File: src/rtl/tile_loader.sv
// rtl/tile_loader.sv - Avalon-MM read master that preloads one 16x32-word tile into tile RAM
module tile_loader #(
  parameter int MAX_PENDING = 8
) (
  input  logic        clk,
  input  logic        rst_n,
  input  logic        start,
  input  logic [31:0] addr_in,
  input  logic [15:0] stride_in,
  output logic        busy,
  output logic        done,
  output logic [8:0]  ram_addr_out,
  output logic [31:0] ram_wr_data,
  output logic        ram_wren,
  output logic [31:0] master_address,
  output logic        master_read,
  input  logic        master_wait_request,
  input  logic [31:0] master_read_data,
  input  logic        master_read_data_valid
);

  typedef enum logic [1:0] {
    S_IDLE  = 2'd0,
    S_ISSUE = 2'd1,
    S_DRAIN = 2'd2
  } state_e;

  localparam logic [6:0] MAX_P = 7'(MAX_PENDING);

  state_e      state_q;
  logic [31:0] curr_addr_q;
  logic [31:0] curr_addr_d;
  logic [15:0] stride_q;
  logic [9:0]  issue_idx_q;
  logic [9:0]  recv_idx_q;
  logic [6:0]  pending_q;
  logic [6:0]  pending_d;
  logic        wr_en_q;
  logic [8:0]  wr_addr_q;
  logic [31:0] wr_data_q;
  logic        done_q;
  logic        accept;
  logic        rsp_ok;

  // Request is offered only while issuing and below the in-flight limit; since
  // pending can only fall while a request is stalled, master_read stays high
  // for the whole stall and the address register does not move.
  assign master_read    = (state_q == S_ISSUE) && (pending_q < MAX_P);
  assign master_address = {curr_addr_q[31:2], 2'b00};
  assign accept         = master_read && !master_wait_request;
  // Responses in IDLE (stale after reset) or with nothing pending are dropped.
  assign rsp_ok         = master_read_data_valid && (state_q != S_IDLE) && (pending_q != 7'd0);

  assign busy         = (state_q != S_IDLE);
  assign done         = done_q;
  assign ram_wren     = wr_en_q;
  assign ram_addr_out = wr_addr_q;
  assign ram_wr_data  = wr_data_q;

  // Next in-flight count and next request address (row wrap at column 15).
  always_comb begin
    pending_d = pending_q;
    case ({accept, rsp_ok})
      2'b10:   pending_d = pending_q + 7'd1;
      2'b01:   pending_d = pending_q - 7'd1;
      default: pending_d = pending_q;
    endcase
    if (issue_idx_q[3:0] == 4'hF) begin
      curr_addr_d = curr_addr_q + {16'h0000, stride_q} - 32'd60;
    end else begin
      curr_addr_d = curr_addr_q + 32'd4;
    end
  end

  // Control FSM, request counters and the one-cycle response-to-RAM register stage.
  always_ff @(posedge clk or negedge rst_n) begin
    if (!rst_n) begin
      state_q     <= S_IDLE;
      curr_addr_q <= 32'd0;
      stride_q    <= 16'd0;
      issue_idx_q <= 10'd0;
      recv_idx_q  <= 10'd0;
      pending_q   <= 7'd0;
      wr_en_q     <= 1'b0;
      wr_addr_q   <= 9'd0;
      wr_data_q   <= 32'd0;
      done_q      <= 1'b0;
    end else begin
      wr_en_q   <= rsp_ok;
      done_q    <= rsp_ok && (recv_idx_q == 10'd511);
      pending_q <= pending_d;
      if (rsp_ok) begin
        wr_addr_q  <= recv_idx_q[8:0];
        wr_data_q  <= master_read_data;
        recv_idx_q <= recv_idx_q + 10'd1;
      end
      case (state_q)
        S_IDLE: begin
          if (start) begin
            curr_addr_q <= addr_in;
            stride_q    <= stride_in;
            issue_idx_q <= 10'd0;
            recv_idx_q  <= 10'd0;
            pending_q   <= 7'd0;
            state_q     <= S_ISSUE;
          end
        end
        S_ISSUE: begin
          if (accept) begin
            curr_addr_q <= curr_addr_d;
            issue_idx_q <= issue_idx_q + 10'd1;
            if (issue_idx_q == 10'd511) begin
              state_q <= S_DRAIN;
            end
          end
        end
        S_DRAIN: begin
          if (done_q) begin
            state_q <= S_IDLE;
          end
        end
        default: state_q <= S_IDLE;
      endcase
    end
  end

endmodule

File: config.mk
export PLATFORM = sky130hd
export DESIGN_NAME = tile_loader
export DESIGN_NICKNAME = d
export VERILOG_FILES = /design/src/rtl/tile_loader.sv
export SDC_FILE = /design/constraint.sdc
export NUM_CORES = 1
export LEC_CHECK = 0
export CAP_MARGIN = 25
export CORE_UTILIZATION = 40
export CTS_CLUSTER_DIAMETER = 150
export DETAILED_ROUTE_END_ITERATION = 8
export PLACE_DENSITY = 0.69
export SYNTH_ARGS = -nofsm -noshare
export SYNTH_HDL_FRONTEND = slang
export SYNTH_SLANG_ARGS = --single-unit
File: constraint.sdc
create_clock -name clk -period 9.5 [get_ports clk]
set_clock_uncertainty 0.05 [all_clocks]
set_input_delay 1.9 -clock clk [delete_from_list [all_inputs] [get_ports clk]]
set_output_delay 1.9 -clock clk [all_outputs]
set_load 0.01 [all_outputs]
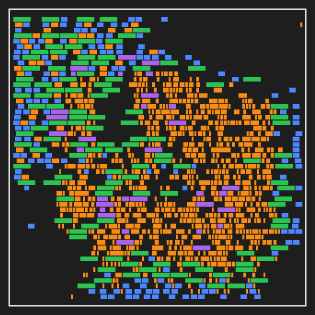
(images/class_map.png)
(2 px per um)
| class | color | cells | share of their area |
|---|---|---|---|
| remaining logic cells | orange | 769 | 49% |
| sequential cells | green | 120 | 29% |
| remaining buffers and delay cells | blue | 167 | 16% |
| clock drivers and dummy loads | purple | 32 | 5.8% |

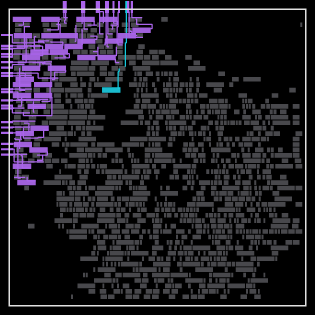
(images/port_trees.png)
(2 px per um)
| port | color | bits | direction | end cells | buffers | wire |
|---|---|---|---|---|---|---|
| `ram_wren` | cyan | 1 | output | 1 | 1 | 39.8 um |
| `ram_wr_data` | purple | 32 | output | 32 | 32 | 853 um |

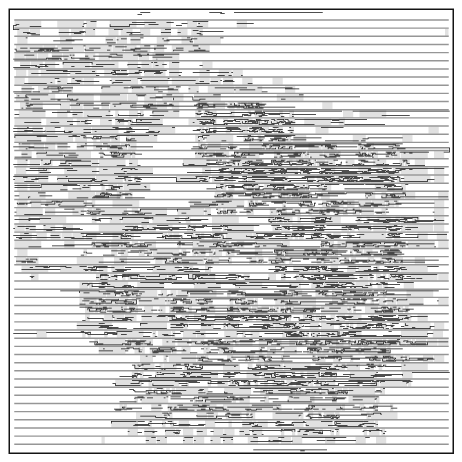
(images/m1.png)
(3 px per um) Supply wires on this layer in gray. Cells faint in the background.
wire length on this layer: 10200 um
longest straight run: 55.2 um
nets with wire on the layer: 1104

==> flow_summary.ini <==
; physical design summary
[clock_tree]
cts_sinks = 120
cts_tree = done
cts_buffer_depth = 2
cts-root-buf = clkbuf_16
cts_buffers = 17
clock.latency.late_pin_ns = 0.43

[global_routing]
track_usage_pct = 21.92
grt_antenna_before_repair = 0
grt-ovfl-total = 0
grt_pass1_wl_um = 37540

[layout]
fin_nets = 1231
regArea_um2 = 3003
antenna_cells = 0
area.growth.synth_to_final_pct = 25.98
drive_gt1_share_pct = 9.375
fin_cells = 1358

[power_and_ir_drop]
swShare_pct = 42.92
comb_power_mw = 1.60
power.switching_mw = 1.312
finalPower_mw = 3.056
power_density_nw_per_um2 = 286.5
seq-power_mw = 0.789
max-vdd-ir-drop_mv = 0.1363

[yosys]
async_flop_share_pct = 100.0
ys_seq_share_pct = 35.47
yosysWarningCount = 0
syn_area_um2 = 8466
synth-edff-count = 0
ys_chip_area_um2 = 8466

[final_timing]
slew_headroom_pct = 39.41
fmax_mhz = 200.6
rsz0062_at_grt = false
worst_slew_pin_slew_ns = 0.9070
fin_ws_ns = 4.516

[min_path]
holdPathStages = 1
hold_class = flip-flop to flip-flop
hold_start = recv_idx_q[9]

[drt]
dr.pass1.iters = 5
dr_wl_met3_um = 1649
wl_met1_um = 10190
top_layer = met4
vias_per_cell = 5.515
vias = 7489

[die]
die-width_um = 147.5

[worst_setup_path]
path_max_fanout = 11
cp.arrival_ns = 5.28
slowest_stage = nor3_4
reg2reg_to = pending_q[6]
crit_top_cell = a21oi_1
slowest_delay_ns = 0.60
start_kind = input pin
r2r_start = pending_q[3]

[placement]
dp.cells = 1326
portBuffers = 159
place_area_um2 = 10060

[run_status]
status = completed
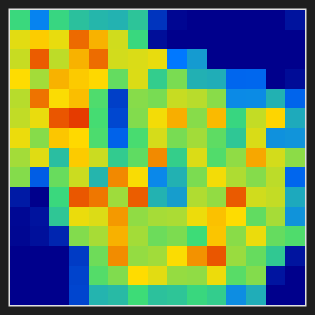
(images/util_map.png)
(2 px per um) 15 x 15 tiles, from dark blue (low) to red (high), 0 to 100% covered.
emptiest ninth of the die: north-east
nearly empty tiles: 15%
tiles over 75% full: 15%

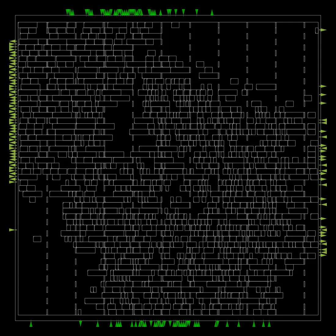
(images/placed.png)
# fillers: 1895
flop share of the area: 28.16%
row cnt: 52
core area: 20490 um^2

[cell usage after synthesis (all sizes together) (6+ instances only)]
cell type,n,area (um^2)
and3,14,87.58
xnor2,34,297.8
nand2,91,349.1
a21o,15,112.6
nand4,23,143.9
a22oi,7,52.55
ha,69,863.3
nor3,24,142.6
clkbuf,24,90.09
o21ai,59,295.3
inv,74,277.8
a211oi,7,57.55
nor2,70,262.8
dfrtp,120,3003
nand2b,6,37.54
xor2,20,175.2
o31ai,8,60.06
buf,46,319.1
or3,9,56.30
a21oi,65,332.8
o211ai,15,112.6
nand3,33,165.2
a31oi,12,75.07
mux2,42,473.0
[worst max-delay path by stage]
stage | start | endpoint | slack (ns) | cells past startpoint
after floorplan | master_read_data_valid | pending_q[6] | 4.94 | 13
after global placement | master_wait_request | pending_q[6] | 4.29 | 12
after detailed placement | master_wait_request | pending_q[6] | 4.17 | 12
after CTS | master_wait_request | pending_q[6] | 4.58 | 12
after global routing | master_wait_request | pending_q[6] | 4.35 | 12
final | master_wait_request | pending_q[6] | 4.52 | 12
[final cells by class]
class | instances | area share [%]
well taps | 270 | 3.168
repair buffers | 167 | 15.46
multi-input cells | 695 | 44.98
clock inverters | 15 | 1.642
clock buffers | 17 | 3.989
flip-flops and latches | 120 | 28.16
inverters | 74 | 2.604
[kinds of logic (layout without fill, tap and decap cells)]
logic type / after synthesis / count (layout) / synth area share [%]
adder cells (fa/ha/maj): 71 / 71 / 10.67
multiplexers: 47 / 47 / 6.178
AND-OR/OR-AND: 223 / 223 / 16.75
flip-flops: 120 / 120 / 35.47
AND/OR/NAND/NOR: 298 / 298 / 17.19
buffers and inverters: 144 / 273 / 8.114
XOR/XNOR: 54 / 54 / 5.587
other: 1 / 2 / 0.04430
[cell usage in the layout, fill, tap and decap left out, types with 4 or more instances in the layout]
cell,synthesis,final
buf_4,33,9
a22oi_1,7,7
o211ai_1,15,15
or4_1,4,4
inv_1,73,73
a21o_1,15,15
xor2_1,20,20
nand3_1,33,33
mux2_2,42,42
mux2i_1,5,5
nand2_1,88,88
clkdlybuf4s50_1,0,158
o21ai_1,9,9
clkbuf_16,0,17
inv_8,0,7
a211o_1,4,4
nor2_1,70,67
and3_1,14,14
o21ai_0,50,50
and4_1,5,5
or3_1,9,9
a31oi_1,12,12
o31ai_1,8,8
nand4_1,23,23
a211oi_1,6,6
xnor2_1,34,34
dfrtp_1,120,120
nor4_1,4,4
nand2b_1,6,6
ha_1,69,69
a21oi_1,63,63
nor3_1,22,22
[worst max-delay path, delay by kind of cell]
kind | cells | cell delay [ns]
and+or+nand+nor | 2 | 0.91
buffers and inverters | 2 | 0.70
adders and majority gates | 2 | 0.81
xor gates and xnor gates | 1 | 0.09
AOI/OAI and AO/OA | 5 | 0.85
[sequential cells by signal, indices dropped and copies added, names as in the netlist]
name	count
ram_addr_out	9
ram_wren	1
done	1
issue_idx_q	10
pending_q	7
stride_q	16
state_q	2
recv_idx_q	10
curr_addr_q	32
ram_wr_data	32
[routing by layer]
layer  vias up  global-route usage (%)
met5         -                       0
met2       263                   36.23
met1      3580                   28.19
met4         0                   6.031
met3        40                   5.864
li1       3606                       -
